===== config.mk =====
export PLATFORM = sky130hd
export DESIGN_NAME = ps2_rx_fifo
export DESIGN_NICKNAME = d
export VERILOG_FILES = /design/src/rtl/ps2_rx_fifo.sv
export SDC_FILE = /design/constraint.sdc
export NUM_CORES = 1
export LEC_CHECK = 0
export ABC_AREA = 1
export CAP_MARGIN = 20
export CELL_PAD_IN_SITES_DETAIL_PLACEMENT = 0
export CELL_PAD_IN_SITES_GLOBAL_PLACEMENT = 1
export CORE_MARGIN = 1
export CORE_UTILIZATION = 43
export CTS_CLUSTER_SIZE = 28
export DETAILED_ROUTE_END_ITERATION = 10
export PLACE_DENSITY = 0.87
export SLEW_MARGIN = 20
export SYNTH_ARGS = -nofsm -noshare
export SYNTH_HDL_FRONTEND = slang
export SYNTH_SLANG_ARGS = --single-unit

===== constraint.sdc =====
create_clock -name clk -period 2 [get_ports clk]
set_input_delay 0.5 -clock clk [delete_from_list [all_inputs] [get_ports clk]]
set_output_delay 0.5 -clock clk [all_outputs]
set_load 0.005 [all_outputs]

===== src/rtl/ps2_rx_fifo.sv =====
`timescale 1ns / 1ps
`default_nettype none
// ============================================================================
//  Module   : ps2_rx_fifo
//  Purpose  : PS/2 keyboard receiver. Synchronises the raw pins, deframes
//             11-bit frames (start, 8 data LSB-first, odd parity, stop) and
//             queues good bytes in a small FIFO popped via ready/nextdata_n.
//  Revision : 1.0  initial release
// ============================================================================
module ps2_rx_fifo #(
    parameter int FIFO_AW     = 3,
    parameter int TIMEOUT_CYC = 10000
) (
    input  logic       clk,
    input  logic       rst,
    input  logic       ps2_clk,
    input  logic       ps2_data,
    input  logic       nextdata_n,
    output logic [7:0] data,
    output logic       ready,
    output logic       overflow,
    output logic       frame_err
);

    localparam int                c_depth   = 1 << FIFO_AW;
    localparam int                c_tw      = $clog2(TIMEOUT_CYC + 1);
    localparam logic [c_tw-1:0]   c_tmo_max = c_tw'(TIMEOUT_CYC - 1);
    localparam logic [3:0]        c_last    = 4'd10;

    // ------------------------------------------------------------------
    // Pin synchronisers
    // ------------------------------------------------------------------
    logic [2:0] r_clk_sync;
    logic [1:0] r_dat_sync;

    always_ff @(posedge clk) begin
        if (rst) begin
            r_clk_sync <= 3'b111;
            r_dat_sync <= 2'b11;
        end else begin
            r_clk_sync <= {r_clk_sync[1:0], ps2_clk};
            r_dat_sync <= {r_dat_sync[0], ps2_data};
        end
    end

    logic w_fall;
    logic w_bit;

    assign w_fall = r_clk_sync[2] & ~r_clk_sync[1];
    // Data is taken from the same synchroniser depth as r_clk_sync[1]
    assign w_bit  = r_dat_sync[1];

    // ------------------------------------------------------------------
    // Deframer and inactivity timeout
    // ------------------------------------------------------------------
    logic [3:0]      r_cnt;
    logic [9:0]      r_shift;
    logic [c_tw-1:0] r_tmo;
    logic            r_frame_err;

    logic w_last;
    logic w_frame_ok;
    logic w_full;
    logic w_empty;
    logic w_push;
    logic w_pop;

    assign w_last     = w_fall && (r_cnt == c_last);
    // The stop bit is the sample arriving with the final fall
    assign w_frame_ok = ~r_shift[0] & w_bit & (^r_shift[9:1]);

    always_ff @(posedge clk) begin
        if (rst) begin
            r_cnt       <= 4'd0;
            r_shift     <= 10'd0;
            r_tmo       <= '0;
            r_frame_err <= 1'b0;
        end else begin
            r_frame_err <= w_last & ~w_frame_ok;
            if (w_fall) begin
                r_tmo <= '0;
                if (r_cnt == c_last) begin
                    r_cnt <= 4'd0;
                end else begin
                    r_shift[r_cnt] <= w_bit;
                    r_cnt          <= r_cnt + 4'd1;
                end
            end else if (r_cnt == 4'd0) begin
                r_tmo <= '0;
            end else if (r_tmo == c_tmo_max) begin
                // Abandon the partial frame silently
                r_cnt <= 4'd0;
                r_tmo <= '0;
            end else begin
                r_tmo <= r_tmo + 1'b1;
            end
        end
    end

    // ------------------------------------------------------------------
    // Byte FIFO
    // ------------------------------------------------------------------
    logic [FIFO_AW:0] r_wptr;
    logic [FIFO_AW:0] r_rptr;
    logic [7:0]       r_mem [c_depth];
    logic             r_overflow;

    assign w_empty = (r_wptr == r_rptr);
    assign w_full  = (r_wptr[FIFO_AW] != r_rptr[FIFO_AW]) &&
                     (r_wptr[FIFO_AW-1:0] == r_rptr[FIFO_AW-1:0]);
    // Full is judged on the pre-pop state, so push-while-full always drops
    assign w_push  = w_last & w_frame_ok & ~w_full;
    assign w_pop   = ~nextdata_n & ~w_empty;

    always_ff @(posedge clk) begin
        if (rst) begin
            r_wptr     <= '0;
            r_rptr     <= '0;
            r_overflow <= 1'b0;
        end else begin
            if (w_push) begin
                r_wptr <= r_wptr + 1'b1;
            end
            if (w_pop) begin
                r_rptr <= r_rptr + 1'b1;
            end
            if (w_last && w_frame_ok && w_full) begin
                r_overflow <= 1'b1;
            end
        end
    end

    always_ff @(posedge clk) begin
        if (w_push) begin
            r_mem[r_wptr[FIFO_AW-1:0]] <= r_shift[8:1];
        end
    end

    assign data      = r_mem[r_rptr[FIFO_AW-1:0]];
    assign ready     = ~w_empty;
    assign overflow  = r_overflow;
    assign frame_err = r_frame_err;

endmodule
`default_nettype wire

**Metal 1**

The bar under the picture is 20 um long. Supply wires on this layer in gray.
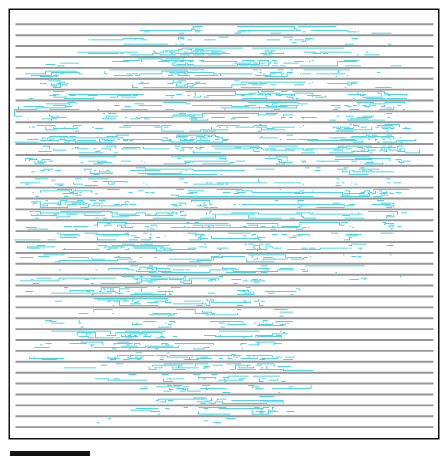
The layer carries 4,240 um of wire. 540 nets have wire on it. The longest straight run is 33.6 um. The wires run mostly horizontal. The layer holds 45% of the routed length.
M1 GR Usage: 21.9%
Vias: 3,556
Post-Route WL: 9480 um

**The metal 2 layer**

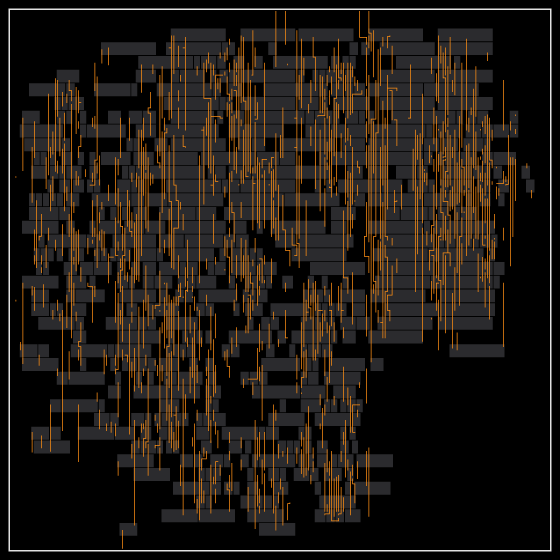
475 nets have wire on it. The layer carries 4,720 um of wire. The layer holds 50% of the routed length. The longest straight run is 48.1 um. The wires run mostly vertical.

**Signal wires on met3**

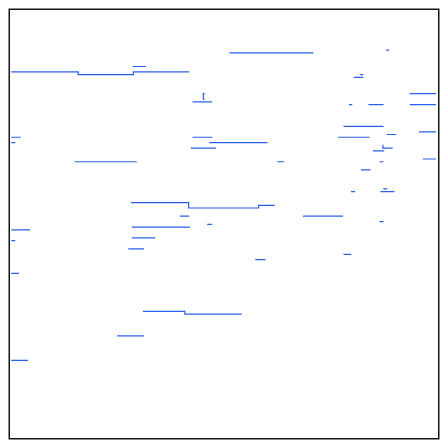
36 nets have wire on it. The layer holds 3.1% of the routed length. The wires run mostly horizontal. The layer carries 298 um of wire. The longest straight run is 20.7 um.

**The metal 4 layer**

Supply wires on this layer in gray.
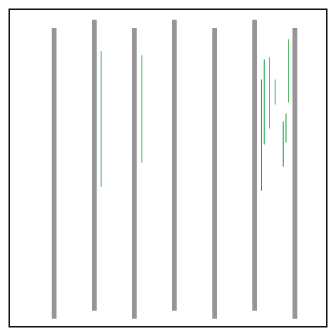
The wires run mostly vertical. The layer carries 225 um of wire.

==> impl_metrics.json <==
{
  "drc_errors": 0,
  "yosys.area_share.adder_pct": 0.793,
  "ys_cells": 505,
  "cts.clk_slew.worst_paths_ns": 0.10,
  "initCoreUtil_pct": 45.1,
  "mux_share_pct": 0,
  "grt_max_degree": 22,
  "setup-violations-final": 8,
  "syn_to_final_growth_pct": 23.0,
  "failed_checks": "negative setup slack",
  "design_power_total_mw": 4.14,
  "synth_flops": 110,
  "coreArea_mm2": 0.0105,
  "cp_cell_sequence": "inv_6 -> buf_6 -> nor2_2 -> o22ai_1 -> nor2_1 -> a31oi_1 -> buf_2",
  "n_antenna_cell": 0,
  "status": "complete, but fails checks",
  "grt_use_total_pct": 17.7,
  "start_kind": "register",
  "worstPathRequired_ns": 1.50,
  "antenna_left": 0,
  "async_reset_ff_share_pct": 0,
  "synth.distinct_cells": 34,
  "hpwl_um": 6480,
  "aoi_share_pct": 10.2,
  "fin_ws_ns": -0.0765,
  "finClkSkew_ns": 0.0153,
  "rows": 37
}
[layout make-up]
type | instances | area [um^2] | share of cell area (%)
clock buffers | 9 | 124 | 2.13
well taps | 136 | 170 | 2.92
clock inverters | 7 | 72.6 | 1.25
flip-flops and latches | 110 | 2880 | 49.4
repair buffers | 63 | 584 | 10.0
inverters | 55 | 216 | 3.72
multi-input cells | 327 | 1780 | 30.6
[through the flow]
stage	hold WS [ns]	setup slack [ns]	cells	utilization, %	area (um^2)
2_1_floorplan	0.389	-0.00522	505	-	4730
3_5_place_dp	0.395	-0.153	680	50.6	5320
5_1_grt	0.445	-0.165	707	55.4	5820
3_3_place_gp	0.393	-0.0807	680	50.6	5320
4_1_cts	0.420	-0.0788	705	54.2	5690
6_report	0.416	-0.0765	707	55.4	5820
[sequential cells by signal (all words and copies together) (netlist names), named ones only]
register    count
frame_err       1
overflow        1
r_clk_sync      3
r_cnt           4
r_dat_sync      2
r_mem          64
r_rptr          4
r_shift        10
r_tmo          14
r_wptr          4
[cells in the mapped netlist (2+ instances only)]
library cell / number / share of area [%]
nand3_2: 2 / 0.42
nor2_1: 91 / 7.2
nor2_2: 10 / 1.3
nor3_1: 8 / 0.85
nor2_4: 4 / 0.95
nand2_2: 6 / 0.79
inv_1: 48 / 3.8
o21a_1: 3 / 0.48
o21ai_0: 43 / 4.5
a31oi_1: 9 / 1.2
ha_1: 3 / 0.79
inv_2: 4 / 0.32
edfxtp_1: 64 / 41
a21oi_1: 23 / 2.4
clkinv_1: 2 / 0.16
nand2_1: 76 / 6.0
nand4_1: 7 / 0.92
clkbuf_1: 11 / 0.87
o22ai_1: 8 / 1.1
nand3_4: 2 / 0.74
nand3_1: 15 / 1.6
or2_2: 4 / 0.53
dfxtp_1: 46 / 19
xor2_1: 6 / 1.1
[report_power, final]
| part | switching, mW | total (mW) | internal, mW |
|---|---|---|---|
| sequential | 0.0257 | 2.41 | 2.38 |
| combinational | 0.219 | 0.431 | 0.213 |
| clock | 0.809 | 1.30 | 0.492 |
| total | 1.05 | 4.14 | 3.09 |
[timing repair]
| item | in CTS | in global routing |
|---|---|---|
| pin swaps | 6 | 22 |
| gates cloned | 4 | 0 |
| setup buffers | 5 | 4 |
| hold buffers | 0 | 0 |
| resized | 93 | 62 |
| endpoints found under the setup margin | 9 | 73 |
[critical path, delay by kind of cell (launching register included)]
family | cells | cell delay, ns
flip-flops | 1 | 0.42
AND/OR/NAND/NOR | 2 | 0.12
AND-OR/OR-AND | 2 | 0.31
buffers and inverters | 3 | 0.36
[worst paths after layout]
check	endpoint	slack [ns]	start	cells after the start
setup / recovery	data[1]	-0.08	register	7
setup reg to reg	r_mem[0][2]	0	r_shift[2]	12
hold / removal	r_clk_sync[1]	0.42	r_clk_sync[0]	1
hold reg to reg	r_clk_sync[1]	0.42	r_clk_sync[0]	1
[per-layer routing]
metal	vias up	share of wire, %	track usage [%]
met4	0	2.4	8.12
met1	1662	45	21.9
met3	19	3.1	2.86
li1	1807	-	-
met5	-	0	0
met2	68	50	30.4
